==> config.mk <==
export PLATFORM = sky130hd
export DESIGN_NAME = comparator_4bit_bf
export DESIGN_NICKNAME = d
export VERILOG_FILES = /design/src/rtl/cmp_pkg.sv /design/src/rtl/cmp_core.sv /design/src/rtl/comparator_4bit_bf.sv
export SDC_FILE = /design/constraint.sdc
export NUM_CORES = 1
export LEC_CHECK = 0
export CAP_MARGIN = 10
export CORE_AREA = 10 10 47 49
export CTS_CLUSTER_DIAMETER = 100
export DETAILED_ROUTE_END_ITERATION = 12
export DIE_AREA = 0 0 57 59
export SYNTH_ARGS = -nofsm -noshare
export SYNTH_HDL_FRONTEND = slang
export SYNTH_SLANG_ARGS = --single-unit
==> constraint.sdc <==
create_clock -name clk -period 1 [get_ports clk]
set_clock_uncertainty 0.15 [all_clocks]
set_input_delay 0.2 -clock clk [delete_from_list [all_inputs] [get_ports clk]]
set_output_delay 0.2 -clock clk [all_outputs]
set_load 0.005 [all_outputs]
==> run_1/detail.png <==
Window x 14 to 44, y 26 to 56 um. Cells in grey, sequential cells in the stronger grey; small squares are vias.
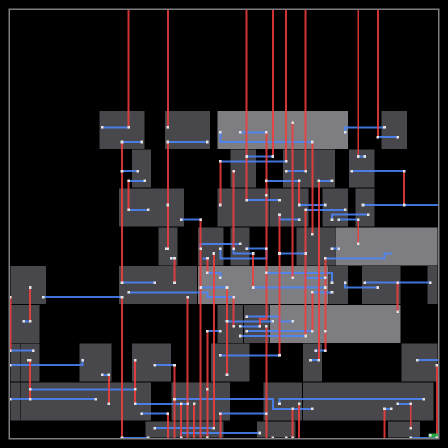
legend:
  blue:
    layer: metal 1
  green:
    layer: metal 3
  red:
    layer: metal 2
cells with their middle in the window: 36
most frequent: inv_1 (5), dfrtp_1 (4)
sequential cells in the window: 4

==> run_1/logic_types.png <==
(8 px per um)
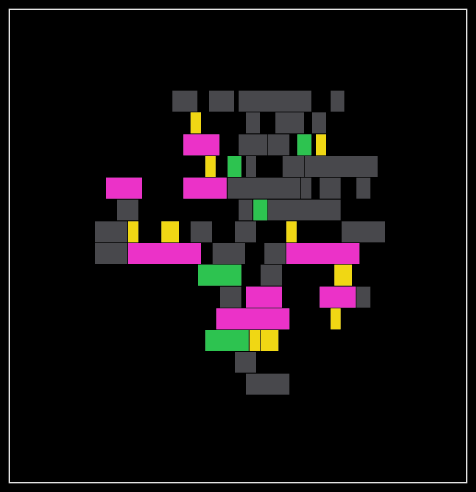
legend:
  magenta:
    family: adder and majority cells
    cells: 8
    most_used: ha_1
    where: centre
  yellow:
    family: inverters
    cells: 10
    most_used: inv_1
  green:
    family: inverting AOI/OAI gates
    cells: 5
Comb/total area: 39.7%
Layout Cells excl Fill: 70
Commonest Layout Cell: inv_1

==> run_1/layer_met1.png <==
(6 px per um) Supply wires on this layer in grey.
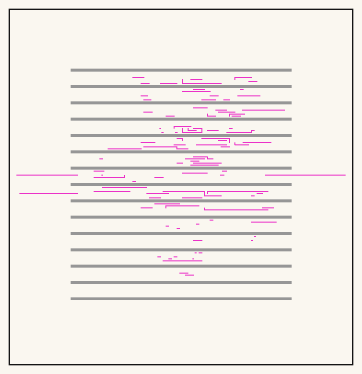
main direction: horizontal
wire length on this layer: 271 um
share of all routed wire: 35%
longest straight run: 13.3 um
nets with wire on the layer: 62
final wirelength: 772 um
via count: 294
GR met1 Demand/Resource: 4.67%

==> run_1/wires.png <==
(6 px per um) Only two layers are drawn.
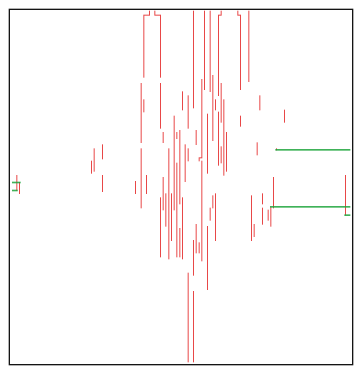
legend:
  green:
    layer: metal 3
    wire_length: 27.8 um
  red:
    layer: metal 2
    wire_length: 474 um
Total GRT Usage: 4.98%
mean routed wirelength per cell: 11.0 um

==> flow_metrics.py <==
# Auto-generated metrics
metrics = {
    "run_status": {
        "run_status": "finished with violations",
        "violations": "negative setup slack",
    },
    "power_and_ir_drop": {
        "internal_power_w": 0.000421,
        "power.leakage_nw": 0.297,
        "p_clk_share_pct": 34.4,
        "p_switching_w": 0.000140,
        "powerDensity_nw_per_um2": 995,
        "swShare_pct": 25.0,
        "pwr-share-comb_pct": 32.9,
        "vdd_ir_drop_max_v": 0.000338,
        "power_frac_seq_pct": 32.7,
    },
    "setup_path": {
        "required_ns": 0.95,
        "arrival_ns": 1.06,
        "reg2regPathDepth": 3,
        "slowest_stage": "a221oi_2",
        "worst-path-max-fanout": 3,
        "startpoint_type": "primary input",
        "crit_chain": "buf_8 > inv_4 > ha_4 > and3_4 > a221oi_2 > a21oi_1",
        "crit_type": "primary input to flop",
        "crit_path_end_kind": "flop",
        "worst_path_largest_cell_delay_ns": 0.25,
        "rrSetupSlack_ns": 0.08,
    },
    "logic_synthesis": {
        "synth_top_area_share_pct": 31.1,
        "ys_types": 10,
        "yosysChipArea_um2": 322,
        "synth_top_cell_by_area": "dfrtp_1",
        "yosysSeqAreaShare_pct": 31.1,
        "fp_nets": 52,
        "ys.flops": 4,
        "yosys_cells": 33,
        "topCellsByArea": "dfrtp_1 (31%), ha_1 (31%), inv_1 (12%), a221oi_2 (9.3%), a21o_1 (4.7%)",
        "syn_inst": 33,
        "synth_area_um2": 322,
        "synth_area_per_cell_um2": 9.74,
        "ys_warn_count": 0,
    },
    "floorplan": {
        "rows": 14,
        "die_height_um": 59,
        "dieArea_um2": 3360,
        "io_pins": 15,
        "fp_util_pct": 22.9,
        "dieWidth_um": 57,
        "core_area_um2": 1400,
    },
    "clocking": {
        "clock_latency_ns": 0.23,
        "cts_tree": "yes",
        "max-clock-path-buffers": 2,
        "htreeDepth": 1,
        "clk_pin_slew_worst_paths_ns": 0.04,
        "clock_tree.root_cell": "clkbuf_4",
        "numCtsBuffers": 3,
        "cts.sink_count": 4,
    },
    "drt": {
        "drtPass1Iterations": 4,
        "dr_wl_met3_um": 27,
        "wl_met1_um": 271,
        "wl_met2_um": 473,
        "viasPerCell": 4.20,
        "ant_nets": 0,
        "drt_iter0_drc": 4,
        "dr.max_layer_used": "met3",
        "drc_errors": 0,
    },
    "final_timing": {
        "maxSlewHeadroom_pct": 85.1,
        "tightest_slew_ns": 0.222,
        "rsz0062_at_grt": "true",
        "fmax_ghz": 0.900,
        "finalMaxSlewViolations": 0,
        "finalSetupViolCount": 6,
        "finalHoldViolCount": 0,
        "fin_crit_sh_pct": 111,
        "min_period_ns": 1.11,
        "worst_slack_ns": -0.111,
        "fin_tns_setup_ns": -0.469,
    },
    "final_layout": {
        "area_growth_pct": 75.5,
        "layout-drive-gt1-share_pct": 50.0,
        "flop_area_um2": 100,
        "fin_nets": 75,
        "combGateArea_um2": 224,
        "fill_cells": 151,
        "diodes": 0,
        "largest_reg_flops": 3,
    },
    "place": {
        "pre_cts_slack_ns": -0.801,
        "io_buffers": 14,
        "dp_hpwl_um": 649,
        "gp_congestion": 0.653,
    },
    "worst_hold_path": {
        "hp-class": "primary input to asynchronous set/reset pin",
    },
    "global_route": {
        "grt_pass1_vias": 355,
        "grt_max_degree": 8,
        "antenna_found_initial": 0,
        "gr-total-overflow": 0,
        "grt_pass1_wl_um": 1400,
    },
    "job": {
        "warnings": 33,
        "drv_cap": 0,
    },
}
==> run 1: repair_timing <==
item	in CTS	in global routing
hold buffers	0	0
endpoints found under the setup margin	7	7
buffers inserted	1	0
gates resized	46	8
pin swaps	7	5
==> run 1: per-layer routing <==
layer	GRT usage (%)	vias to the layer above
li1	-	150
met1	4.67	139
met2	10.1	5
met3	1.07	0
met4	2.01	0
met5	0	-
==> run 1: kinds of logic (layout without fill, tap and decap cells) <==
family / after synthesis / count (layout) / synth area share, %
adder cells (fa/ha/maj): 8 / 8 / 31.1
buffers and inverters: 10 / 31 / 11.7
flip-flops: 4 / 4 / 31.1
AND-OR/OR-AND: 7 / 7 / 18.7
AND/OR/NAND/NOR: 4 / 4 / 7.39
==> run 1: critical path: cells and delay by family <==
family | cells | cell delay, ns
AND-OR/OR-AND | 2 | 0.34
adder cells (fa/ha/maj) | 1 | 0.19
buffers and inverters | 2 | 0.14
AND/OR/NAND/NOR | 1 | 0.19
==> run 1: cell usage after synthesis <==
cell type  instances
nor2_1             2
a21o_1             2
and3_4             1
nand3_1            1
o21ai_0            1
dfrtp_1            4
ha_1               8
inv_1             10
a21oi_1            2
a221oi_2           2
==> run 1: stage by stage <==
stage	cells	hold slack, ns	area (um^2)	total power (W)	util (%)
after global placement	66	0.246	544	0.000378	38.8
after global routing	70	0.0322	564	0.000611	40.3
after CTS	70	0.0301	537	0.000562	38.3
after floorplan	33	-0.184	362	0.000266	-
final	70	0.0254	564	0.000562	40.3
after detailed placement	66	0.250	544	0.000379	38.8
==> run 1: layout make-up <==
| cell class | instances | share of cell area (%) |
|---|---|---|
| multi-input combinational | 19 | 39.7 |
| inverter | 10 | 7.98 |
| clock buffer | 3 | 3.99 |
| sequential | 4 | 17.7 |
| tap | 16 | 3.55 |
| timing repair buffer | 18 | 27.1 |
==> run 1: power groups by stage <==
stage,Combinational (W),Clock [W],Sequential [W]
global placement,0.000191,0,0.000186
finish,0.000185,0.000193,0.000184
global route,0.000211,0.000215,0.000186
CTS,0.000179,0.000200,0.000184
detailed placement,0.000192,0,0.000187
floorplan,0.0000784,0,0.000188
==> run 1: layout by cell type (no fill, tap or decap) <==
cell type and count:
a21o_1 2, a21oi_1 2, a221oi_2 2, and3_4 1
buf_2 5, buf_4 5, buf_6 2, buf_8 2
clkbuf_4 3, clkdlybuf4s50_1 2, dfrtp_1 4, dlygate4sd2_1 2
ha_1 4, ha_2 1, ha_4 3, inv_1 7
inv_4 3, nand3_1 1, nor2_1 2, o21ai_1 1
Power and IR drop assume default switching activity.
